<file path="config.mk">
export PLATFORM = sky130hd
export DESIGN_NAME = eth_tx_fcs_ctrl_flat
export DESIGN_NICKNAME = d
export VERILOG_FILES = /design/src/rtl/eth_tx_fcs_ctrl_if.sv /design/src/rtl/eth_tx_fcs_ctrl.sv /design/src/flat_wrapper.sv
export SDC_FILE = /design/constraint.sdc
export NUM_CORES = 1
export LEC_CHECK = 0
export ABC_CLOCK_PERIOD_IN_PS = 5300
export CORE_MARGIN = 5
export CORE_UTILIZATION = 55
export DETAILED_ROUTE_END_ITERATION = 8
export GPL_TIMING_DRIVEN = 0
export PLACE_DENSITY_LB_ADDON = 0.1
export SLEW_MARGIN = 25
export SYNTH_ARGS = -nofsm -noshare
export SYNTH_HDL_FRONTEND = slang
export SYNTH_SLANG_ARGS = --single-unit
export TNS_END_PERCENT = 20
</file>
<file path="constraint.sdc">
create_clock -name clk -period 5.3 [get_ports clk]
set_input_delay 0.53 -clock clk [delete_from_list [all_inputs] [get_ports clk]]
set_output_delay 0.53 -clock clk [all_outputs]
set_load 0.05 [all_outputs]
</file>
<file path="src/rtl/eth_tx_fcs_ctrl_if.sv">
// Byte-stream handshake bundle used on both sides of eth_tx_fcs_ctrl.
// master drives data/valid/last, slave drives ready.
interface eth_tx_fcs_ctrl_if;
  logic [7:0] data;
  logic       valid;
  logic       last;
  logic       ready;

  modport master (
    output data,
    output valid,
    output last,
    input  ready
  );

  modport slave (
    input  data,
    input  valid,
    input  last,
    output ready
  );
endinterface

</file>
<file path="src/rtl/eth_tx_fcs_ctrl.sv">
// TX CRC32 sequencer: forwards a frame, pads it, and appends the FCS.
// Optional padding to MIN_LEN is enabled by defining TX_PAD_EN.
module eth_tx_fcs_ctrl #(
  parameter int MIN_LEN = 60,
  parameter int MAX_LEN = 1514,
  parameter int LEN_W   = 12
) (
  input  logic             clk,
  input  logic             rst,
  eth_tx_fcs_ctrl_if.slave s,
  eth_tx_fcs_ctrl_if.master m,
  output logic             busy,
  output logic [LEN_W-1:0] frame_len,
  output logic             err_oversize
);

  localparam logic [31:0] POLY = 32'hEDB88320;
  localparam logic [LEN_W-1:0] MAXL = LEN_W'(MAX_LEN);

`ifdef TX_PAD_EN
  localparam logic [LEN_W-1:0] MINL = LEN_W'(MIN_LEN);
  typedef enum logic [2:0] {
    IDLE, DATA, PAD, FCS, DROP
  } state_t;
`else
  typedef enum logic [2:0] {
    IDLE, DATA, FCS, DROP
  } state_t;
`endif

  state_t           state;
  state_t           end_st;
  logic [31:0]      crc;
  logic [LEN_W-1:0] count;
  logic [LEN_W-1:0] cnt_inc;
  logic [1:0]       fcs_idx;
  logic [7:0]       fcs_byte;
  logic [7:0]       data_q;
  logic             valid_q;
  logic             last_q;
  logic             adv;
  logic             acc;

  function automatic logic [31:0] crc_upd(
    input logic [31:0] c,
    input logic [7:0]  b
  );
    logic [31:0] r;
    r = c ^ {24'd0, b};
    for (int k = 0; k < 8; k++)
      r = r[0] ? ((r >> 1) ^ POLY) : (r >> 1);
    return r;
  endfunction

  assign adv = !valid_q || m.ready;

  assign s.ready = !rst && (
    (state == DROP) ||
    (((state == IDLE) || (state == DATA)) && adv));

  assign acc = s.valid && s.ready;

  assign cnt_inc = (count < MAXL) ?
    count + LEN_W'(1) : count;

  assign m.data  = data_q;
  assign m.valid = valid_q;
  assign m.last  = last_q;

  assign busy = (state != IDLE) || valid_q;

  // End-of-data decision, taken in the cycle of the last accept
`ifdef TX_PAD_EN
  logic [LEN_W-1:0] nxt_cnt;
  always_comb begin
    nxt_cnt = (state == IDLE) ? LEN_W'(1) : cnt_inc;
    end_st  = (nxt_cnt < MINL) ? PAD : FCS;
  end
`else
  assign end_st = FCS;
`endif

  // FCS is the complemented CRC, low byte first
  always_comb begin
    fcs_byte = 8'h00;
    unique case (fcs_idx)
      2'd0: fcs_byte = ~crc[7:0];
      2'd1: fcs_byte = ~crc[15:8];
      2'd2: fcs_byte = ~crc[23:16];
      2'd3: fcs_byte = ~crc[31:24];
      default: fcs_byte = 8'h00;
    endcase
  end

  always_ff @(posedge clk or posedge rst) begin
    if (rst) begin
      state        <= IDLE;
      crc          <= '1;
      count        <= '0;
      fcs_idx      <= '0;
      data_q       <= '0;
      valid_q      <= 1'b0;
      last_q       <= 1'b0;
      frame_len    <= '0;
      err_oversize <= 1'b0;
    end else begin
      err_oversize <= 1'b0;
      if (adv) begin
        valid_q <= 1'b0;
        last_q  <= 1'b0;
      end
      unique case (state)
        IDLE: begin
          if (acc) begin
            crc     <= crc_upd('1, s.data);
            count   <= LEN_W'(1);
            data_q  <= s.data;
            valid_q <= 1'b1;
            state   <= s.last ? end_st : DATA;
          end
        end
        DATA: begin
          if (acc) begin
            crc     <= crc_upd(crc, s.data);
            count   <= cnt_inc;
            data_q  <= s.data;
            valid_q <= 1'b1;
            if (s.last) begin
              state <= end_st;
            end else if (cnt_inc == MAXL) begin
              err_oversize <= 1'b1;
              last_q       <= 1'b1;
              state        <= DROP;
            end
          end
        end
`ifdef TX_PAD_EN
        PAD: begin
          if (adv) begin
            crc     <= crc_upd(crc, 8'h00);
            count   <= cnt_inc;
            data_q  <= 8'h00;
            valid_q <= 1'b1;
            if (cnt_inc == MINL)
              state <= FCS;
          end
        end
`endif
        FCS: begin
          if (adv) begin
            data_q  <= fcs_byte;
            valid_q <= 1'b1;
            last_q  <= (fcs_idx == 2'd3);
            fcs_idx <= fcs_idx + 2'd1;
            if (fcs_idx == 2'd3) begin
              frame_len <= count;
              state     <= IDLE;
            end
          end
        end
        DROP: begin
          if (s.valid && s.last)
            state <= IDLE;
        end
        default: state <= IDLE;
      endcase
    end
  end

endmodule

</file>
<file path="src/flat_wrapper.sv">
// flat-port wrapper written by rule: the top's interface ports become plain ports
module eth_tx_fcs_ctrl_flat 
#(
  parameter int MIN_LEN = 60,
  parameter int MAX_LEN = 1514,
  parameter int LEN_W   = 12
)
  (clk, rst, busy, frame_len, err_oversize, s_data, s_valid, s_last, s_ready, m_data, m_valid, m_last, m_ready);
  eth_tx_fcs_ctrl_if s_i ();
  eth_tx_fcs_ctrl_if m_i ();
  input  logic clk;
  input  logic rst;
  output logic busy;
  output logic [LEN_W-1:0] frame_len;
  output logic err_oversize;
  input wire logic [$bits(s_i.data)-1:0] s_data;
  input wire logic [$bits(s_i.valid)-1:0] s_valid;
  input wire logic [$bits(s_i.last)-1:0] s_last;
  output wire logic [$bits(s_i.ready)-1:0] s_ready;
  output wire logic [$bits(m_i.data)-1:0] m_data;
  output wire logic [$bits(m_i.valid)-1:0] m_valid;
  output wire logic [$bits(m_i.last)-1:0] m_last;
  input wire logic [$bits(m_i.ready)-1:0] m_ready;
  assign s_i.data = s_data;
  assign s_i.valid = s_valid;
  assign s_i.last = s_last;
  assign s_ready = s_i.ready;
  assign m_data = m_i.data;
  assign m_valid = m_i.valid;
  assign m_last = m_i.last;
  assign m_i.ready = m_ready;
  eth_tx_fcs_ctrl #(.MIN_LEN(MIN_LEN), .MAX_LEN(MAX_LEN), .LEN_W(LEN_W)) u_core (.clk(clk), .rst(rst), .s(s_i), .m(m_i), .busy(busy), .frame_len(frame_len), .err_oversize(err_oversize));
endmodule
</file>
met3.png
Drawn at 4 px/µm.
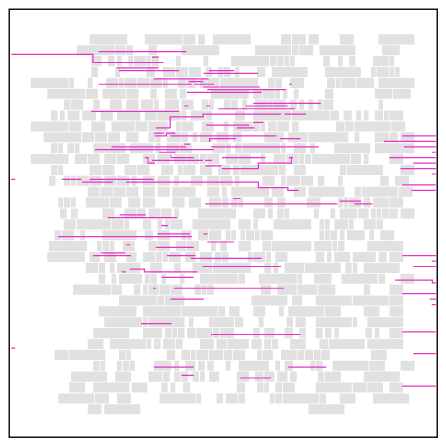
share of all routed wire	7.5%
wire length on this layer	1010 µm
longest straight run	33.1 µm

met2.png
Drawn at 4 px/µm.
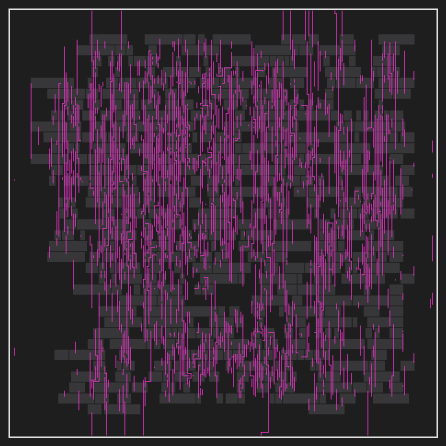
main direction	vertical
share of all routed wire	45%
longest straight run	52.7 µm
wire length on this layer	6070 µm

final_congestion.png
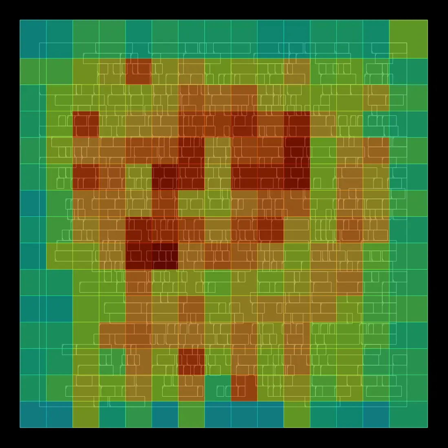
met1 usage: 35.8%
total global routing track utilization: 24.5%
busiest grt layer: met2
Layout Utilization: 63.0%
M3 GR Usage: 4.15%

==> impl_metrics.env <==
# physical design summary
export IMPL_outcome="completed"
export IMPL_required_ns=4.77
export IMPL_use_met2_pct=37.6
export IMPL_grt_pass1_wl_mm=21.8
export IMPL_ant_nets=0
export IMPL_ys_flop_type="dfrtp_1"
export IMPL_avgViaCountPerCell=5.96
export IMPL_yosysUniqueCellTypes=61
export IMPL_seqCellArea_um2=1820
export IMPL_slowest_delay_ns=0.81
export IMPL_hold_path_class="flop to flop"
export IMPL_grt_pass1_vias=4076
export IMPL_drt_first_pass_iters=5
export IMPL_sequentialPowerShare_pct=25.3
export IMPL_portBuffers=29
export IMPL_synth_flop_count=71
export IMPL_top_layer="met4"
export IMPL_final_cells=710
export IMPL_peakVddDrop_mv=0.454
export IMPL_vias=4231
export IMPL_drc=0
export IMPL_yosysTopAreaCell="dfrtp_1"
export IMPL_worst_clock_skew_ns=0.0110
export IMPL_crit_family="buffers and inverters"
export IMPL_cellPowerDensity_nw_per_um2=677
export IMPL_initial_core_util_pct=56.1
export IMPL_clkLatencyLatePin_ns=0.35
export IMPL_max_freq_mhz=350
export IMPL_met2_length_mm=6.07
-- path summary, 6_finish.rpt --
kind	to	slack (ns)	depth (start not counted)
min	u_core.crc[10]$_DFFE_PP1P_	0.48	2
max in group asynchronous	u_core.crc[5]$_DFFE_PP1P_	4.20	3
max reg2reg	u_core.crc[23]$_DFFE_PP1P_	2.86	7
min reg2reg	u_core.crc[10]$_DFFE_PP1P_	0.48	2
min in group asynchronous	u_core.fcs_idx[0]$_DFFE_PP0P_	0.50	2
max	s_ready	2.44	5
-- flip-flops by register name, indices dropped and copies added (netlist names) --
signal               count
u_core.m.last            1
u_core.state             2
u_core.crc              32
u_core.m.valid           1
u_core.fcs_idx           2
u_core.err_oversize      1
u_core.m.data            8
u_core.frame_len        12
u_core.count            12
-- power groups by stage --
stage / combinational [mW] / clock, mW / sequential, mW
CTS: 2.50 / 0.398 / 0.984
finish: 2.53 / 0.390 / 0.987
global placement: 2.45 / 0 / 0.983
global route: 2.71 / 0.426 / 1.01
floorplan: 1.80 / 0 / 1.11
detailed placement: 2.49 / 0 / 0.993
-- kinds of logic (layout without fill, tap and decap cells) --
logic type / count (synthesis) / after routing / share of synthesized area [%]
AND-OR/OR-AND: 135 / 135 / 16.2
XOR/XNOR: 121 / 121 / 23.5
adder cells (fa/ha/maj): 10 / 10 / 2.44
buffers and inverters: 57 / 103 / 5.38
flip-flops: 71 / 71 / 35.4
multiplexers: 22 / 22 / 4.58
AND/OR/NAND/NOR: 137 / 137 / 12.5
-- cell type report --
class	instances	area share (%)
multi-input cells	425	52.8
flip-flops and latches	71	31.5
repair buffers	30	5.52
plain buffers	43	3.89
clock buffers	12	2.52
well taps	111	2.41
inverters	14	0.955
clock inverters	4	0.391
Power and IR drop assume default switching activity.
